### Signal wires on met1, run 1

Scale bar: 20 microns. Cells faint in the background.
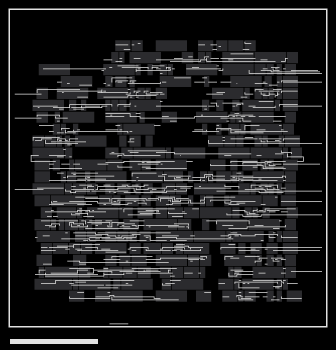
### The metal 2 layer, run 1

Cells faint in the background.
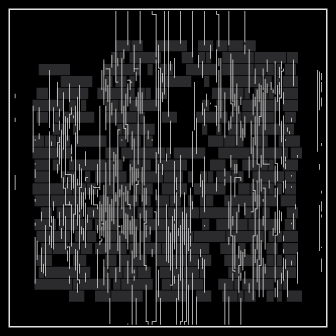
### Metal 3, run 1

Scale bar: 20 microns. Cells faint in the background.
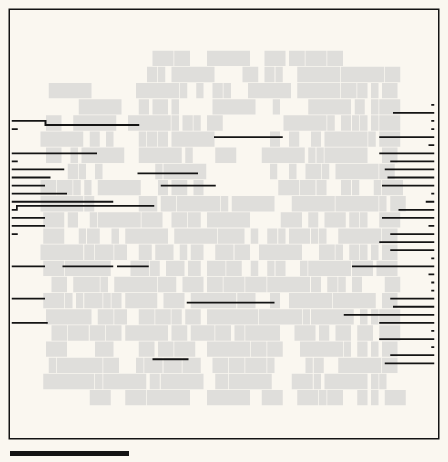
Design fetch_unit, sky130hd; sources not shown.
==> design notes, run 1 <==
Sequential cells burn 50.7% of the power. The family of cells with the greatest summed delay on the critical path was flip-flops. The final-report hold violation count came out at 0. Most congested layer reported by global routing: met2. For the number of standard cells after synthesis, the log shows 191. In the final design, more cell area goes to buffers than to any other class. In the layout the tool counted multi-input logic cells amounting to 141.

The number of placed cells counting well taps is 318, and the insertion delay of the later-clocked pin in the worst-skew pair is 400 ps. During tapcell insertion the tool placed 48 well taps. Row generation in the floorplan step produced 22 rows. Global routing consumed, over all layers together, 18.29% of the routing resources. Compared with the post-synthesis result, the final layout area differs by 67.29%. The group drawing the most power was registers. Per the detail_route report, routed wire per instance is 14.33 microns. The dominant logic cell type in the layout is nand2_1. The transition time at the pin with the least slew margin was 299.4 ps; the clock slew at the register clock pins of the worst setup and hold paths was 200 ps. Per the final report, the share of cell area in clock cells is 1.618%. After layout, the minimum clock period comes to 1599 ps. The final power report lists total power as 0.002104 W. VDD sags by at most 0.5324 mV. The count of final setup violators is 0, and the combinational power is 0.000604 W. Per the OpenROAD floorplan log, the height of the die is 72.07 microns. The number of nets produced by synthesis is 226. After detailed routing, the wire length on met1 is 2.097 mm.

The count of warning messages emitted by the tools is 27. The biggest combinational cell group after synthesis was simple AND/OR/NAND/NOR gates. On the final layout, the worst hold slack is 395.8 ps.

For the standby leakage power, the log shows 1.091 nW. The synth_stat.txt file lists the number of cells as 191. The number of max-slew violations in the final report came out at 0. Per the synth stats, the proportion of register bits with asynchronous set or reset is 0%. The first detailed-routing pass ran for 4 iterations. The logic share of the area was 28.20%; the detailed route wirelength on metal3 was 372 microns.

The required arrival time at the worst endpoint is 1260 ps. The kind of critical path is reg -> out. The starting DRC count in detailed routing is 49, and the flop count is 40.

In this run the tightest slew margin relative to its limit is 80.01%. The run gives 2 as the number of buffers on the longest clock path. The primary flip-flop cell chosen by synthesis mapping was dfxtp_1.

The switching component of the power was reported as 0.0006975 W. The number of antenna diodes in the final layout is 0. The run finished with clean final reports. The signal on the critical path passes through and2b_2 > buf_12.

The cell depth of the worst flop-to-flop path was 3. The placeable core region came out at 3689 sq um.
Notes on 'Signal wires on met1' above:
nets with wire on the layer: 270
main direction: horizontal
final wirelength: 4.742 mm
GRT met1 Usage: 23.24%
DR vias: 1680

Notes on 'The metal 2 layer' above:
nets with wire on the layer: 273
longest straight run: 27.5 microns
share of all routed wire: 47%
main direction: vertical
met2 Track Usage GR: 30.23%

Notes on 'Metal 3' above:
share of all routed wire: 7.9%
wire length on this layer: 373 microns
nets with wire on the layer: 52
longest straight run: 23.0 microns
met3 Resource Use GR: 5.679%

## Run 2: what changed since run 1
Settings changed: CORE_MARGIN 5 to not set.
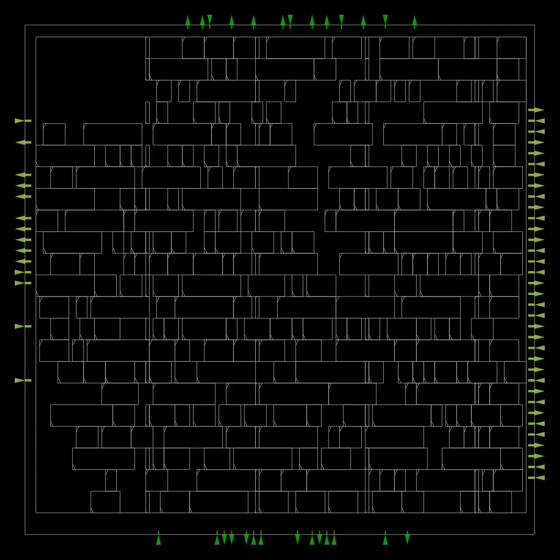
*Placement view, run 2*
number of sequential cells in the layout: 40
Taps Inserted: 48
Cell Rows: 22
number of non-filler instances in the completed layout: 328
Filler Cell Count: 308

==> design notes, run 2 <==
The run gives 0.002055 W (was 0.002104 W) for the total power draw. The aggregate global-route resource usage was 21.90% (was 18.29%). The dominant logic cell type in the layout is nand2_1 (unchanged). The run gives 226 (unchanged) for the number of nets produced by synthesis. The final wirelength is 4.238 mm (was 4.742 mm), and the net switching component of the power is 0.0006597 W (was 0.0006975 W). The top cell class by occupied area was buffers (unchanged). The run gives 191 (unchanged) as the number of standard cells after synthesis. Series of cell instances along the critical path: and2b_2 > buf_12 (unchanged). With the shortest period the worst path allows at 1594 ps (was 1599 ps), the count of final setup violators is 0 (unchanged). The logic share of the area was 28.75% (was 28.20%). The met2 track utilization from global routing was 36.44% (was 30.23%). The run finished with clean final reports. The run gives 27 (unchanged) for the count of warning messages emitted by the tools.

Primary flip-flop cell chosen by synthesis mapping: dfxtp_1 (unchanged). The tools report the worst-case headroom to the max-slew limit as 81.07% (was 80.01%). Kind of critical path: reg -> out (unchanged).

Combinational power: 0.000588 W (was 0.000604 W). The tools report the multi-input combinational gate total as 141 (unchanged). The run gives 317 (was 318) as the number of placed cells counting well taps. The cell depth of the worst flop-to-flop path works out to 4 (was 3).

With the number of search-and-repair iterations in the first detailed-routing pass at 4 (unchanged), the number of buffers on the longest clock path is 2 (unchanged). The number of cell instances after yosys synthesis was 191 (unchanged). The family of cells with the greatest summed delay on the critical path is flip-flops (unchanged). The number of max-slew violations in the final report is 0 (unchanged).
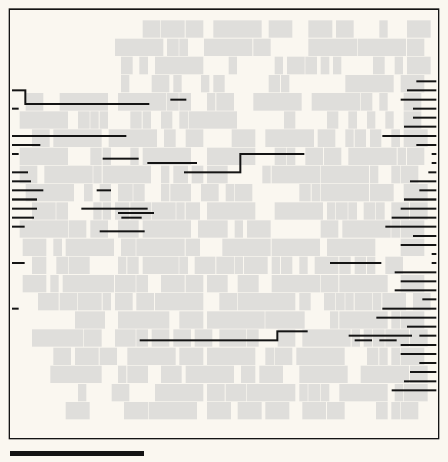
*Metal 3, run 2*
Scale bar: 20 microns. Cells faint in the background.
longest straight run: 20.5 microns
nets with wire on the layer: 58
main direction: horizontal
DR vias: 1645
met3 Resource Use GR: 6.964%

Power is estimated from default activity; no workload was simulated.
